[config.mk]
export PLATFORM = sky130hd
export DESIGN_NAME = uart_rx
export DESIGN_NICKNAME = d
export VERILOG_FILES = /design/src/rtl/uart_pkg.sv /design/src/rtl/uart_rx_sync.sv /design/src/rtl/uart_rx.sv
export SDC_FILE = /design/constraint.sdc
export NUM_CORES = 1
export LEC_CHECK = 0
export ABC_CLOCK_PERIOD_IN_PS = 2400
export CELL_PAD_IN_SITES_DETAIL_PLACEMENT = 1
export CELL_PAD_IN_SITES_GLOBAL_PLACEMENT = 1
export CORE_UTILIZATION = 45
export DETAILED_ROUTE_END_ITERATION = 7
export PLACE_DENSITY = 0.73
export SLEW_MARGIN = 20
export SYNTH_ARGS = -nofsm -noshare
export SYNTH_HDL_FRONTEND = slang
export SYNTH_SLANG_ARGS = --single-unit
[constraint.sdc]
create_clock -name i_clk -period 2.4 [get_ports i_clk]
set_input_delay 0.48 -clock i_clk [delete_from_list [all_inputs] [get_ports i_clk]]
set_output_delay 0.48 -clock i_clk [all_outputs]
set_load 0.03 [all_outputs]
[src/rtl/uart_pkg.sv]
// Shared types and constants for the UART receiver.
package uart_pkg;
    localparam int DATA_BITS            = 8;
    localparam int DEFAULT_CLKS_PER_BIT = 868;

    typedef enum logic [2:0] {
        IDLE,
        START,
        DATA,
        PARITY,
        STOP,
        BREAK
    } rx_state_t;
endpackage

[src/rtl/uart_rx_sync.sv]
// Two-flop synchronizer with a configurable reset value.
module uart_rx_sync #(
    parameter logic RST_VAL = 1'b1
) (
    input  logic i_clk,
    input  logic i_rst,
    input  logic i_d,
    output logic o_q
);
    logic [1:0] r_sync;

    always_ff @(posedge i_clk or posedge i_rst) begin
        if (i_rst) begin
            r_sync <= {2{RST_VAL}};
        end else begin
            r_sync <= {r_sync[0], i_d};
        end
    end

    assign o_q = r_sync[1];
endmodule

[src/rtl/uart_rx.sv]
// UART receiver, 8N1 by default; define UART_RX_PARITY_EN for 8E1 with parity checking.
module uart_rx
    import uart_pkg::*;
#(
    parameter int CLKS_PER_BIT = DEFAULT_CLKS_PER_BIT
) (
    input  logic       i_clk,
    input  logic       i_rst,
    input  logic       i_serialRX,
    output logic [7:0] o_data,
    output logic       o_valid,
    output logic       o_busy,
    output logic       o_frameErr,
    output logic       o_parityErr
);
    localparam int            CW        = $clog2(CLKS_PER_BIT);
    localparam logic [CW-1:0] BIT_LAST  = CW'(CLKS_PER_BIT - 1);
    localparam logic [CW-1:0] HALF_LAST = CW'(CLKS_PER_BIT / 2 - 1);
    localparam logic [2:0]    IDX_LAST  = 3'(DATA_BITS - 1);

    logic            w_rx;
    rx_state_t       r_state;
    logic [CW-1:0]   r_cnt;
    logic [2:0]      r_idx;
    logic [7:0]      r_shift;
    logic [7:0]      r_data;
    logic            r_valid;
    logic            r_busy;
    logic            r_frame_err;
    logic            r_parity_err;
    logic            r_par_bad;

    uart_rx_sync #(.RST_VAL(1'b1)) u_sync (
        .i_clk (i_clk),
        .i_rst (i_rst),
        .i_d   (i_serialRX),
        .o_q   (w_rx)
    );

    always_ff @(posedge i_clk or posedge i_rst) begin
        if (i_rst) begin
            r_state      <= IDLE;
            r_cnt        <= '0;
            r_idx        <= '0;
            r_shift      <= '0;
            r_data       <= '0;
            r_valid      <= 1'b0;
            r_busy       <= 1'b0;
            r_frame_err  <= 1'b0;
            r_parity_err <= 1'b0;
            r_par_bad    <= 1'b0;
        end else begin
            r_valid      <= 1'b0;
            r_frame_err  <= 1'b0;
            r_parity_err <= 1'b0;
            case (r_state)
                IDLE: begin
                    if (!w_rx) begin
                        r_cnt     <= '0;
                        r_idx     <= '0;
                        r_par_bad <= 1'b0;
                        r_busy    <= 1'b1;
                        r_state   <= START;
                    end
                end
                // Re-check the start bit at its centre so short glitches are dropped.
                START: begin
                    if (r_cnt == HALF_LAST) begin
                        r_cnt <= '0;
                        if (!w_rx) begin
                            r_state <= DATA;
                        end else begin
                            r_busy  <= 1'b0;
                            r_state <= IDLE;
                        end
                    end else begin
                        r_cnt <= r_cnt + CW'(1);
                    end
                end
                DATA: begin
                    if (r_cnt == BIT_LAST) begin
                        r_cnt   <= '0;
                        r_shift <= {w_rx, r_shift[7:1]};
                        if (r_idx == IDX_LAST) begin
`ifdef UART_RX_PARITY_EN
                            r_state <= PARITY;
`else
                            r_state <= STOP;
`endif
                        end else begin
                            r_idx <= r_idx + 3'd1;
                        end
                    end else begin
                        r_cnt <= r_cnt + CW'(1);
                    end
                end
`ifdef UART_RX_PARITY_EN
                PARITY: begin
                    if (r_cnt == BIT_LAST) begin
                        r_cnt     <= '0;
                        r_par_bad <= (^r_shift) ^ w_rx;
                        r_state   <= STOP;
                    end else begin
                        r_cnt <= r_cnt + CW'(1);
                    end
                end
`endif
                STOP: begin
                    if (r_cnt == BIT_LAST) begin
                        r_cnt <= '0;
                        if (w_rx) begin
                            r_busy  <= 1'b0;
                            r_state <= IDLE;
                            if (r_par_bad) begin
                                r_parity_err <= 1'b1;
                            end else begin
                                r_data  <= r_shift;
                                r_valid <= 1'b1;
                            end
                        end else begin
                            r_frame_err <= 1'b1;
                            r_state     <= BREAK;
                        end
                    end else begin
                        r_cnt <= r_cnt + CW'(1);
                    end
                end
                BREAK: begin
                    if (w_rx) begin
                        r_busy  <= 1'b0;
                        r_state <= IDLE;
                    end
                end
                default: begin
                    r_busy  <= 1'b0;
                    r_state <= IDLE;
                end
            endcase
        end
    end

    assign o_data      = r_data;
    assign o_valid     = r_valid;
    assign o_busy      = r_busy;
    assign o_frameErr  = r_frame_err;
    // Without parity support r_par_bad never sets, so this output stays 0.
    assign o_parityErr = r_parity_err;
endmodule

==> summary.txt, run 1 <==
Implementation run completed; key figures follow.

Timing:
- The highest clock rate this design can be run at is 450 MHz.
- The run gives the final tally of hold violations as 0.
- Measured against its own limit, the worst slew margin works out to 65.3%.
- The run puts the final max-slew violation count at 0.
- The final timing summary puts the cycle share of the worst path at 92.5%.
- For the pin with the worst max-slew slack, the measured transition is 521 ps.
- Setup repair after global routing left no endpoint under its margin.
- The run gives the total negative slack for setup checks as 0 ps.
- The run puts the minimum period implied by the final worst setup slack at 2220 ps.
- The run gives the worst clock skew as 5.07 ps.

Clock network:
- The run puts the clock sink count at 37.
- After clock tree synthesis, the clock-pin slew on the worst setup and hold paths is 80 ps.
- The report puts the hold buffer count at CTS at 0.
- The run gives the clock insertion delay at the later pin of the skew report as 290 ps.
- The run gives the TritonCTS clock tree as done.
- Clock tree synthesis selected as its root buffer the cell clkbuf_8.
- The run puts the H-tree depth at 2.

Placed design:
- As logged by OpenROAD, the buffers inserted on ports number 13.
- The HPWL after detailed placement is 2.79 mm.

Yosys:
- The run puts the average cell area after synthesis at 11.1 um2.
- The run puts the proportion of netlist area held by the largest area contributor at 47.4%.
- The run puts the summed instance area of the synthesized netlist at 1850 um2.
- The run puts the post-synthesis share of cell area spent on xor and xnor gates at 0.474%.
- The run puts the number of synthesized register bits at 37.
- The run gives the post-synthesis cell count from yosys as 166.
- The run gives the cell type with the largest total area after synthesis as dfrtp_1.
- In the Yosys stats the netlist draws on 49 distinct library cells.
- The run puts the number of cells produced by synthesis at 166.
- The run gives the net count of the mapped netlist as 173.
- The synthesized netlist devotes 18.4% of its cell area to simple gates.
- The run gives the sequential share of the synthesized area as 50.3%.
- Yosys attributes the largest share of cell area to dfrtp_1, mux2_1, dfstp_2.
- The run puts the adder and majority gate portion of the synthesized area at 2.71%.

Routing:
- After detailed routing, the number of vias per cell comes to 5.80.
- For this block, the via count after detailed routing is 1340.
- Before antenna repair, the detailed router went through 4 iterations.
- The run gives the DRC violation count after routing as 0.
- Per the detail_route report, routed wire per instance is 17.3 um.
- The violation tally recorded at the end of detailed-routing iteration 0 is 64.

Die:
- The run gives the share of the core filled by cells before placement as 48.6%.
- The run puts the vertical die dimension at 66.1 um.
- The chip occupies 4360 um2.
- In this run the count of I/O pins placed on the die edge is 15.

Power:
- The run puts the power per cell area at 517 nW/um2.
- Summing internal, switching and leakage power gives 1.09 mW.
- The run puts the fraction of power spent switching nets at 23.0%.
- The run gives the part of the total power dissipated in sequential elements as 57.9%.
- The run puts the static leakage at 0.932 nW.
- The run gives the cell internal power dissipation as 0.835 mW.
- The run puts the highest ir drop seen on vdd at 0.286 mV.
- The run gives the net switching power as 0.250 mW.

Flow run:
- In this run the tools logged warnings totalling 27.

Global route:
- The first global-routing pass estimated 7.09 mm of wire.
- The run gives the global-route usage over all layers as 22.1%.
- The run puts the global-route congestion overflow total at 0.
- The run gives the via count of the first global-routing pass as 1449.
- The run gives the maximum number of pins on one net before global-route repair as 38.

Worst setup path:
- In the setup report, the worst path falls into the class flip-flop to flip-flop.
- The setup check on the worst reg-to-reg path leaves a slack of 180 ps.
- The run gives the critical-path maximum fanout as 10.
- The worst setup path is launched from a flip-flop.
- The run puts the arrival time reported for the critical path endpoint at 2390 ps.
- Per the timing report, the most critical flop-to-flop path finishes at r_shift[4].
- STA lists the startpoint of the worst register-to-register path as r_cnt[0].

Status:
- The flow ran to the end, and the final reports show no timing, DRC or antenna violations.

Worst hold path:
- The run puts the cell depth of the worst min-delay path at 0.
- In this run the most critical hold path is launched from u_sync.r_sync[0].
- The run gives the class of the most critical hold timing path as flip-flop to flip-flop.
- The run gives the end of the worst hold path as u_sync.r_sync[1].

Layout:
- The run gives the net count reported at finish as 189.
- The run gives the final antenna diode count as 0.
- Summing all flip-flop and latch instances after layout gives 928 um2.
- The run gives the layout-stage area growth over the synthesis result as 13.6%.
- The run gives the fraction of final layout cells with drive strength greater than 1 as 10.4%.
-- run 1: cell usage after synthesis (all sizes together) --
cell,count
mux2i,1
a22o,1
a22oi,1
xnor2,1
nor2b,1
dfrtp,35
a31oi,4
a21o,1
or4,1
o311ai,1
nor4,3
a32oi,1
nand4bb,1
or3b,2
o22ai,1
mux2,19
inv,5
and4b,1
o31ai,1
a211oi,1
a32o,1
nand2b,4
nor3,6
o2bb2ai,2
or2b,1
o21ai,6
dfstp,2
nand3,7
buf,7
a41oi,2
nor2,14
ha,4
or2,3
conb,1
nor4bb,1
nand4,1
o21a,1
or3,1
nor3b,2
nand2,9
a21oi,8
o311a,1
-- run 1: state kept, by name, summed over array words and instances (netlist names), 2 cells and up --
signal         count
r_cnt             10
r_state            3
u_sync.r_sync      2
o_data             8
r_idx              3
r_shift            8
-- run 1: cells by family after synthesis --
logic type,count (synthesis)
other,1
AND-OR/OR-AND,33
AND/OR/NAND/NOR,58
XOR/XNOR,1
flip-flops,37
multiplexers,20
adder cells (fa/ha/maj),4
buffers and inverters,12
-- run 1: worst max path at each step --
stage | startpoint | endpoint
floorplan | r_cnt[0] | r_shift[0]
global placement | r_cnt[0] | o_data[3]
detailed placement | r_cnt[0] | o_data[0]
CTS | r_cnt[0] | o_data[0]
global route | r_cnt[0] | r_shift[4]
finish | r_cnt[0] | r_shift[4]
-- run 1: routing by layer --
layer | global-route usage (%) | up-vias | wire [um]
met3 | 5.17 | 4 | 91
met1 | 28.2 | 682 | 1910
met4 | 8.78 | 0 | 55
li1 | - | 636 | -
met5 | 0 | - | 0
met2 | 36.0 | 18 | 1940
-- run 1: cell usage in the layout (no fill, tap or decap), types with 5 or more instances in the layout --
cell,count
a21oi_1,8
clkbuf_8,5
clkdlybuf4s50_1,13
dfrtp_1,35
inv_1,5
mux2_1,19
nand2_1,9
nand3_1,6
nor2_1,14
nor3_1,5
-- run 1: area by class of cell --
cell class	count	area share [%]
sequential	37	44.2
multi-input combinational	117	40.5
timing repair buffer	16	7.27
clock buffer	6	3.46
tap	48	2.86
inverter	5	0.894
clock inverter	2	0.716
-- run 1: repair_timing --
item                                    in CTS  in global routing
endpoints found under the setup margin       0                  1
setup buffers                                0                  0
gates resized                                0                  0
-- run 1: critical path, cell delays in order (launching register included) --
cell      delay [ps]
dfrtp_1          450
ha_1             260
nor4bb_1         280
nand4_1          270
or2_1            460
mux2_1           390
-- run 1: metrics by stage --
| stage | hold WS, ps | worst slack, ps | cells | instance area, um2 |
|---|---|---|---|---|
| 6_report | 364 | 180 | 231 | 2100 |
| 3_3_place_gp | 348 | 257 | 223 | 2010 |
| 4_1_cts | 365 | 163 | 231 | 2100 |
| 5_1_grt | 372 | 4.17 | 231 | 2100 |
| 3_5_place_dp | 350 | 178 | 223 | 2010 |
| 2_1_floorplan | 345 | 456 | 166 | 1850 |
-- run 1: power by group through the flow --
stage                     combinational [mW]  clock [mW]  sequential [mW]
after floorplan                       0.0155           0            0.640
after global placement                0.0223           0            0.641
after detailed placement              0.0234           0            0.641
after CTS                             0.0234       0.447            0.628
after global routing                  0.0260       0.467            0.629
final                                 0.0223       0.435            0.628
### Clock network drawn from the DEF, run 1

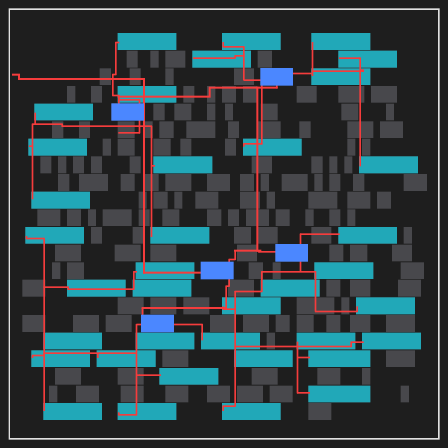
cells driving clock nets: in blue, count 5. clock wires: in red, length 488 um. flip-flops: in cyan, count 37.
Position of the flops: all over the die. There are 6 routed clock nets.

### Placed standard cells, run 1

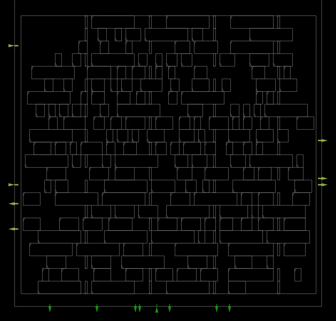
filler cell count in the final layout: 427
Seq area share: 44.2%
post-route non-filler standard cell count: 231

### Signal metal coverage by tile, run 1

13 x 13 tiles, from dark blue (low) to red (high), scaled to the fullest tile. Values are wire area over tile area, all layers added.
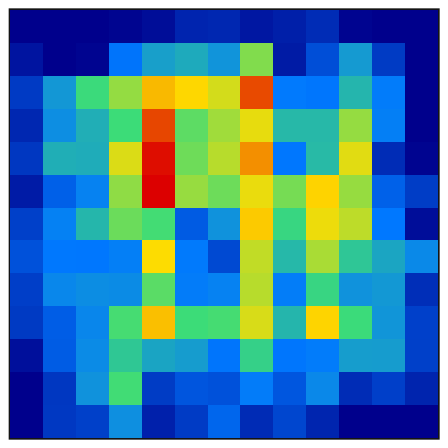
11% of the tiles are nearly empty. The mean over all tiles is 0.14. The fullest tile reaches 0.43. 25% of the tiles are over half the peak.

### Register map, names as in the netlist, run 1

Scale bar: 20 um. Other sequential cells in the stronger grey, the rest of the logic in the fainter grey.
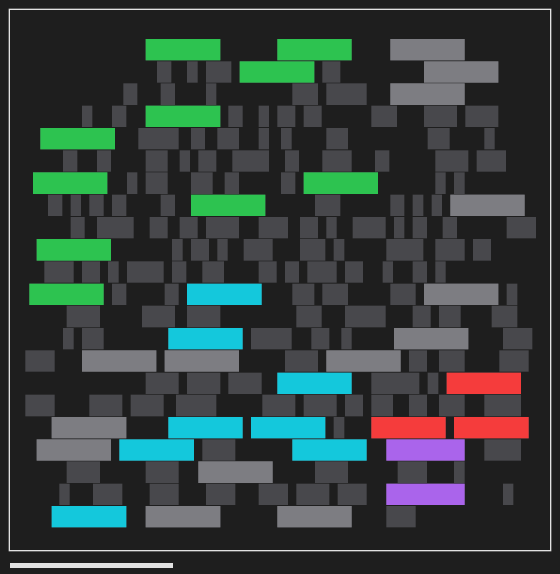

==> inputs of run 2 (changes only) <==
--- a/config.mk
+++ b/config.mk
@@ -5,7 +5,7 @@
 export SDC_FILE = /design/constraint.sdc
 export NUM_CORES = 1
 export LEC_CHECK = 0
-export ABC_CLOCK_PERIOD_IN_PS = 2400
+export ABC_CLOCK_PERIOD_IN_PS = 2300
 export CELL_PAD_IN_SITES_DETAIL_PLACEMENT = 1
 export CELL_PAD_IN_SITES_GLOBAL_PLACEMENT = 1
 export CORE_UTILIZATION = 45
==> constraint.sdc (replaced) <==
create_clock -name i_clk -period 2.3 [get_ports i_clk]
set_input_delay 0.46 -clock i_clk [delete_from_list [all_inputs] [get_ports i_clk]]
set_output_delay 0.46 -clock i_clk [all_outputs]
set_load 0.03 [all_outputs]
### Register map, names as in the netlist, run 2

Scale bar: 20 um. Other sequential cells in the stronger grey, the rest of the logic in the fainter grey.
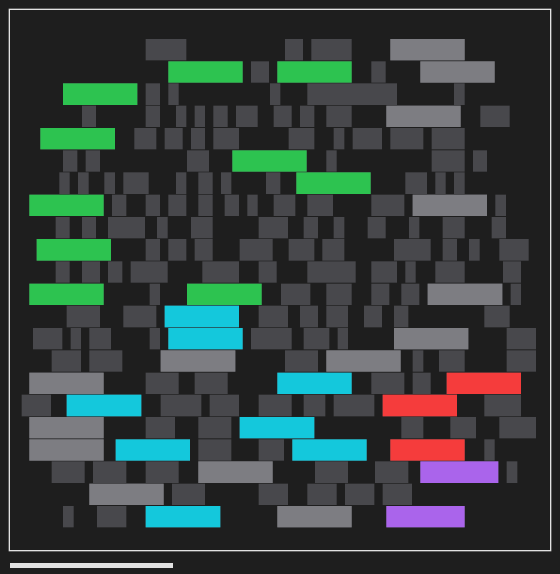
r_cnt: in green, sequential cells 10. r_idx: in red, sequential cells 3. r_shift: in cyan, sequential cells 8. u_sync.r_sync: in purple, sequential cells 2.
Another 14 sequential cells are not coloured.

==> run 2 against run 1 <==
  * Worst setup slack got worse by 83 ps
  * Routed wire length increased by 6.3%
  * Global-route usage increased by 0.50 points
  * Synthesized cell count unchanged
  * Critical path depth increased by 1
  * Sequential share of layout area decreased by 1.0 points
  * Critical path type unchanged
  * Critical endpoint is now o_data[5]
==> summary.txt, run 2 <==
Implementation run completed; key figures follow.

Status:
- The run finished with clean final reports.

Routing:
- The run puts the detail-routed net length per standard cell at 18.1 um.
- Per the detail_route report, DRC violations left total 0.
- In the log, the iteration count for the first detailed-route pass is 4.
- The run puts the via count normalized by instance count at 5.83.
- The run puts the iteration-0 DRC count of the detailed router at 52.

Die:
- The run puts the vertical die dimension at 66.1 um.
- The run puts the number of I/O pins at 15.
- The run gives the share of the core filled by cells before placement as 48.6%.

Layout:
- The run gives the number of flip-flops in the largest register as 10.
- Compared with the post-synthesis result, the final layout area differs by 16.3%.
- The run gives the most numerous logic cell after layout as dfrtp_1.
- The final report lists a non-filler cell total of 234.
- The run gives the net count reported at finish as 192.
- The run gives the register with the most flip-flops as r_cnt.
- In the layout the commonest cells are dfrtp_1, mux2_1, nor2_1, clkdlybuf4s50_1, nand2_1.
- The run gives the fraction of final layout cells with drive strength greater than 1 as 12.4%.
- The number of antenna diodes in the final layout is 0.

Worst setup path:
- The run puts the setup slack on the worst flop-to-flop path at 100 ps.
- Looking at the critical path, the highest net fanout was 6.
- Data arrives at the worst endpoint at 2380 ps.
- Looking at the reg2reg group, the worst path starts from r_cnt[0].
- For the worst reg-to-reg path, the endpoint reported by OpenROAD is o_data[5].
- The run gives the startpoint type of the worst setup path as a flip-flop.
- The run gives the type of the worst setup path as flip-flop to flip-flop.

Timing:
- For reference, the final report shows the max-slew violation count at 0.
- The clock arrives with 10.1 ps of skew.
- In the final report, the number of hold violations comes to 0.
- The flow reports an fmax of 454 MHz.
- At the pin with the least slew margin, the transition time is 569 ps.
- The run gives the relative max-transition margin as 62.1%.
- The final timing report derives a shortest allowable period of 2200 ps.

Yosys:
- Per the synth stats, the flop cell with the highest instance count is dfrtp_1.
- The run puts the summed instance area of the synthesized netlist at 1850 um2.
- The run puts the net count of the mapped netlist at 173.
- The synthesis run shows the most used standard cells to be dfrtp_1, mux2_1, nor2_1.
- The run gives the proportion of synthesized flip-flops having asynchronous set or reset as 100%.
- Yosys stat counts 166 cells in the synthesized netlist.
- The run puts the number of cells produced by synthesis at 166.
- Looking at area per cell type in the netlist, the leader is dfrtp_1.
- The run puts the post-synth tally of flip-flops with integrated enable at 0.
- The run puts the average cell area after synthesis at 11.1 um2.
- The run puts the sequential share of the synthesized area at 50.3%.
- The run puts the proportion of netlist area held by the largest area contributor at 47.4%.

Global route:
- Per the GRT congestion report, total overflow comes to 0.
- The run gives the maximum number of pins on one net before global-route repair as 38.
- The run puts the first-pass GRT wire length at 7.14 mm.
- The run gives the global-route usage over all layers as 22.6%.

Placed design:
- The run puts the post-DP HPWL at 2.83 mm.
- The run gives the number of I/O port buffers as 13.
- Per the placement report, the placed cell count is 224.

Clock network:
- The run gives the clock-pin slew reported for the worst setup and hold paths after clock tree synthesis as 80 ps.
- The run puts the clock sink count at 37.
- The run puts the number of buffers added by the clock tree synthesis step at 5.
- CTS placed an instance of clkbuf_8 at the clock tree root.

Power:
- Dividing total power by cell area gives a power density of 582 nW/um2.
- The run gives the highest ir drop seen on vdd as 0.419 mV.
- The run gives the static leakage as 0.967 nW.

Worst hold path:
- The run gives the cell depth of the worst min-delay path as 0.
- Hold analysis lists the worst path endpoint as u_sync.r_sync[1].
- The run gives the class of the most critical hold timing path as flip-flop to flip-flop.
### Sizing map, run 2

Scale bar: 20 um.
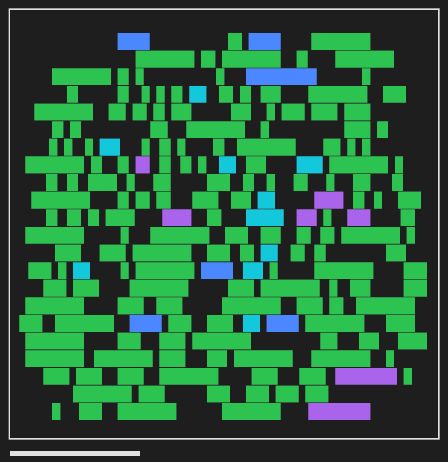
drive 2: in purple, cells 7. drive 6 and up: in blue, cells 6. drive 1 or less: in green, cells 163. drive 3 to 4: in cyan, cells 10.

==> run 2: cell counts after synthesis <==
Identical to the previous run, type by type.
==> run 2: power breakdown <==
group | internal [mW] | switching, mW
registers | 0.653 | 0.00242
logic | 0.00504 | 0.0180
clock network | 0.326 | 0.244
total | 0.984 | 0.265
==> run 2: routing by layer <==
metal  global-route usage [%]  routed length [um]  vias up  part of all wire, %
met5                        0                   0        -                    0
met4                     8.78                  73        0                  1.7
met3                     5.17                 105        5                  2.5
met2                     36.9                2090       18                   49
met1                     28.9                1980      697                   47
li1                         -                   -      645                    -
==> run 2: how the worst max path moves through the flow <==
stage | start | end | cells past startpoint
final | r_cnt[0] | o_data[5] | 6
after global routing | r_cnt[0] | o_data[6] | 6
after CTS | r_cnt[0] | r_shift[2] | 5
after detailed placement | r_cnt[0] | o_data[0] | 5
after global placement | r_cnt[0] | o_data[3] | 5
after floorplan | r_cnt[0] | r_shift[0] | 6
==> run 2: cell families after synthesis <==
logic type,after synthesis,share of synthesized area [%]
multiplexers,20,12.1
buffers and inverters,12,3.66
adder cells (fa/ha/maj),4,2.71
other,1,0.203
AND-OR/OR-AND,33,12.2
flip-flops,37,50.3
AND/OR/NAND/NOR,58,18.4
XOR/XNOR,1,0.474
==> run 2: stage by stage <==
stage | power, mW | hold WS, ps | worst slack, ps | instance area [um2] | setup TNS [ps]
3_5_place_dp | 0.693 | 351 | 45.2 | 2020 | 0
4_1_cts | 1.26 | 362 | 36.7 | 2130 | 0
2_1_floorplan | 0.684 | 345 | 356 | 1850 | 0
5_1_grt | 1.29 | 369 | -6.75 | 2150 | -11.2
6_report | 1.25 | 362 | 96.8 | 2150 | 0
3_3_place_gp | 0.692 | 348 | 169 | 2020 | 0
==> run 2: area by class of cell <==
class	instances	area (um2)
clock buffers	6	72.6
clock inverters	2	38.8
fillers	405	1650
inverters	5	18.8
multi-input cells	117	853
flip-flops and latches	37	928
well taps	48	60.1
repair buffers	19	175
==> run 2: worst max-delay path: stages (launching register included) <==
cell and delay, ps:
dfrtp_1 440, ha_1 270, nor4bb_1 310, nand4_1 280, nor3_4 280, buf_4 180
mux2_1 330
==> run 2: what timing repair did <==
action	in CTS	in global routing
resized	0	1
cloned	0	0
endpoints found under the setup margin	3	17
setup buffers	0	2
pin swaps	1	1
hold buffers	0	0
### Clock network drawn from the DEF, run 2

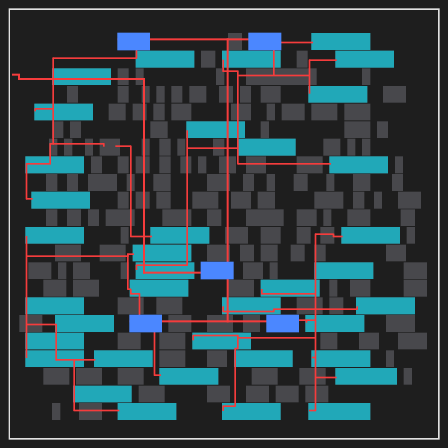

==> inputs of run 3 (changes only) <==
--- a/config.mk
+++ b/config.mk
@@ -10,6 +10,7 @@
 export CELL_PAD_IN_SITES_GLOBAL_PLACEMENT = 1
 export CORE_UTILIZATION = 45
 export DETAILED_ROUTE_END_ITERATION = 7
+export MAX_ROUTING_LAYER = met4
 export PLACE_DENSITY = 0.73
 export SLEW_MARGIN = 20
 export SYNTH_ARGS = -nofsm -noshare
### Clock network drawn from the DEF, run 3

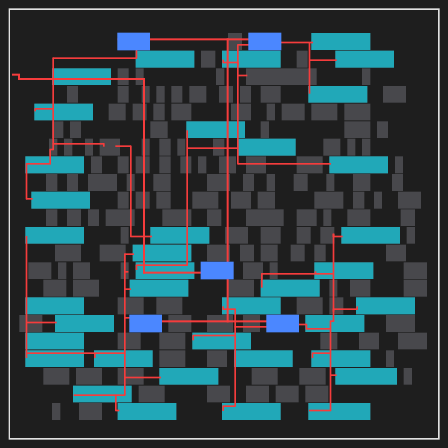
final worst clock skew: 7.20 ps
power drawn by the clock network: 0.568 mW

==> run 3 against run 2 <==
  * Sequential cell count unchanged
  * Cell count unchanged
  * Largest cell class unchanged
  * Highest routed layer unchanged
  * Critical endpoint unchanged
  * Global-route usage increased by 0.80 points
  * Largest power group unchanged
  * Routed wire length decreased by 0.75%
  * Sequential power about the same
  * Fmax about the same
==> summary.txt, run 3 <==
Implementation run completed; key figures follow.

Clock network:
- The run gives the TritonCTS clock tree as done.
- The run puts the clock sink count at 37.
- The run gives the number of buffers added by the clock tree synthesis step as 5.
- The run gives the H-tree depth as 2.

Global route:
- The run gives the maximum number of pins on one net before global-route repair as 38.
- The via count of the first global-routing pass is 1403.
- Global routing finished with a remaining overflow of 0.
- The run gives the global-route usage over all layers as 23.4%.

Yosys:
- Yosys reports that the most numerous cell types are dfrtp_1, mux2_1, nor2_1.
- The run gives the number of synthesized register bits as 37.
- After Yosys synthesis, AND-OR and OR-AND compound gates account for 12.2% of the synthesized area.
- The run gives the adder and majority gate portion of the synthesized area as 2.71%.
- The run puts the proportion of netlist area held by the largest area contributor at 47.4%.
- The run puts the sequential share of the synthesized area at 50.3%.
- The number of different library cells used by synthesis comes to 49.
- The run gives the post-synthesis cell count from yosys as 166.
- Summing every instance area after synthesis gives 1850 um2.
- After synthesis, the share of flip-flops with an asynchronous set or reset is 100%.
- dfrtp_1 is the most common cell in the netlist.
- The run gives the average cell area after synthesis as 11.1 um2.

Timing:
- The run puts the minimum period implied by the final worst setup slack at 2200 ps.
- The final timing report lists a hold violation count of 0.
- The run puts the transition time at the pin with the least slew margin at 560 ps.
- The run gives the relative max-transition margin as 62.7%.
- The run gives the post-route worst hold slack as 361 ps.
- The run puts the final max-slew violation count at 0.

Worst hold path:
- The run gives the end of the worst hold path as u_sync.r_sync[1].
- The run gives the critical hold path startpoint as u_sync.r_sync[0].
- The run puts the cell depth of the worst min-delay path at 0.

Worst setup path:
- The run gives the reg-to-reg critical path endpoint as o_data[5].
- STA puts the critical path data arrival time at 2380 ps.
- Per the timing report, the most critical flop-to-flop path originates at r_cnt[0].

Power:
- The run puts the part of the total power dissipated in sequential elements at 52.6%.
- The run gives the power after layout as 1.25 mW.
- Per the breakdown, switching nets consume 21.1% of all power.
- The run gives the highest ir drop seen on vdd as 0.419 mV.
- Combinational logic burns 1.9% of the power.
- The run gives the net switching power as 0.263 mW.

Layout:
- The run gives the number of flip-flops in the largest register as 10.
- The run puts the net count reported at finish at 192.
- For this run, the script counts the antenna cells in the layout as 0.
- Counting flops per register, the top entry is r_cnt.
- The run gives the filler cell count as 405.
- The run gives the fraction of final layout cells with drive strength greater than 1 as 12.4%.
- The run puts the area taken by flip-flops and latches at 928 um2.

Die:
- The run gives the die area as 4360 um2.

Routing:
- The run gives the iteration-0 DRC count of the detailed router as 69.
- For this sky-water flow run, the detailed-routed wirelength per cell is reported as 18.0 um.
- The routed layout has 1352 vias.
- After detailed routing, the number of vias per cell comes to 5.78.
- The run puts the number of iterations in the first detailed-routing pass at 4.

Placed design:
- In the placement report, post-DP HPWL is listed as 2.83 mm.

Status:
- The run finished with clean final reports.
### Placed standard cells, run 3

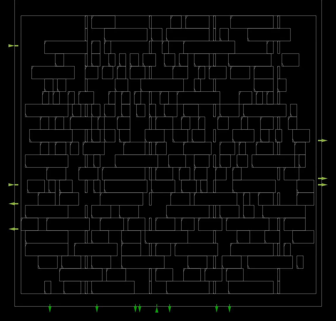
total number of placement rows: 22
Seq area share: 43.2%

==> run 3: worst max-delay path: stages (launching register included) <==
cell and delay, ps:
dfrtp_1 440, ha_1 270, nor4bb_1 310, nand4_1 290
nor3_4 280, buf_4 180, mux2_1 330
==> run 3: worst max path at each step <==
stage,endpoint,start,cells past startpoint
floorplan,r_shift[0],r_cnt[0],6
global placement,o_data[3],r_cnt[0],5
detailed placement,o_data[0],r_cnt[0],5
CTS,r_shift[2],r_cnt[0],5
global route,o_data[6],r_cnt[0],6
finish,o_data[5],r_cnt[0],6
==> run 3: power by group through the flow <==
stage	Clock, mW	Combinational, mW	Sequential, mW
2_1_floorplan	0	0.0162	0.667
3_3_place_gp	0	0.0233	0.669
3_5_place_dp	0	0.0244	0.668
4_1_cts	0.583	0.0246	0.656
5_1_grt	0.613	0.0271	0.656
6_report	0.568	0.0232	0.656
==> run 3: final cells by class <==
cell class / instances / area share, %
inverters: 5 / 0.874
clock buffers: 6 / 3.38
repair buffers: 19 / 8.16
clock inverters: 2 / 1.81
well taps: 48 / 2.80
flip-flops and latches: 37 / 43.2
multi-input cells: 117 / 39.7
==> run 3: repair_timing <==
action / 4_1_cts / 5_1_grt
setup endpoints to repair: 3 / 17
cloned: 0 / 0
hold buffers: 0 / 0
gates resized: 0 / 1
pin swaps: 1 / 1
setup buffers: 0 / 2
==> run 3: layer usage <==
metal	track usage (%)	vias to the layer above	share of wire, %
li1	-	642	-
met1	29.6	691	47
met2	36.7	14	49
met3	5.17	5	2.3
met4	8.78	0	1.7
met5	-	-	0
==> run 3: cell families after synthesis <==
group	count (synthesis)
buf+inv	12
fa+ha+maj	4
mux	20
xor+xnor	1
other cells	1
simple gates	58
flops	37
compound gates	33
==> run 3: metrics by stage <==
stage	setup TNS (ps)	cell area, um2	cells
final	0	2150	234
after global routing	-15.2	2150	234
after CTS	0	2130	232
after detailed placement	0	2020	224
after global placement	0	2020	224
after floorplan	0	1850	166
Power is estimated from default activity; no workload was simulated.
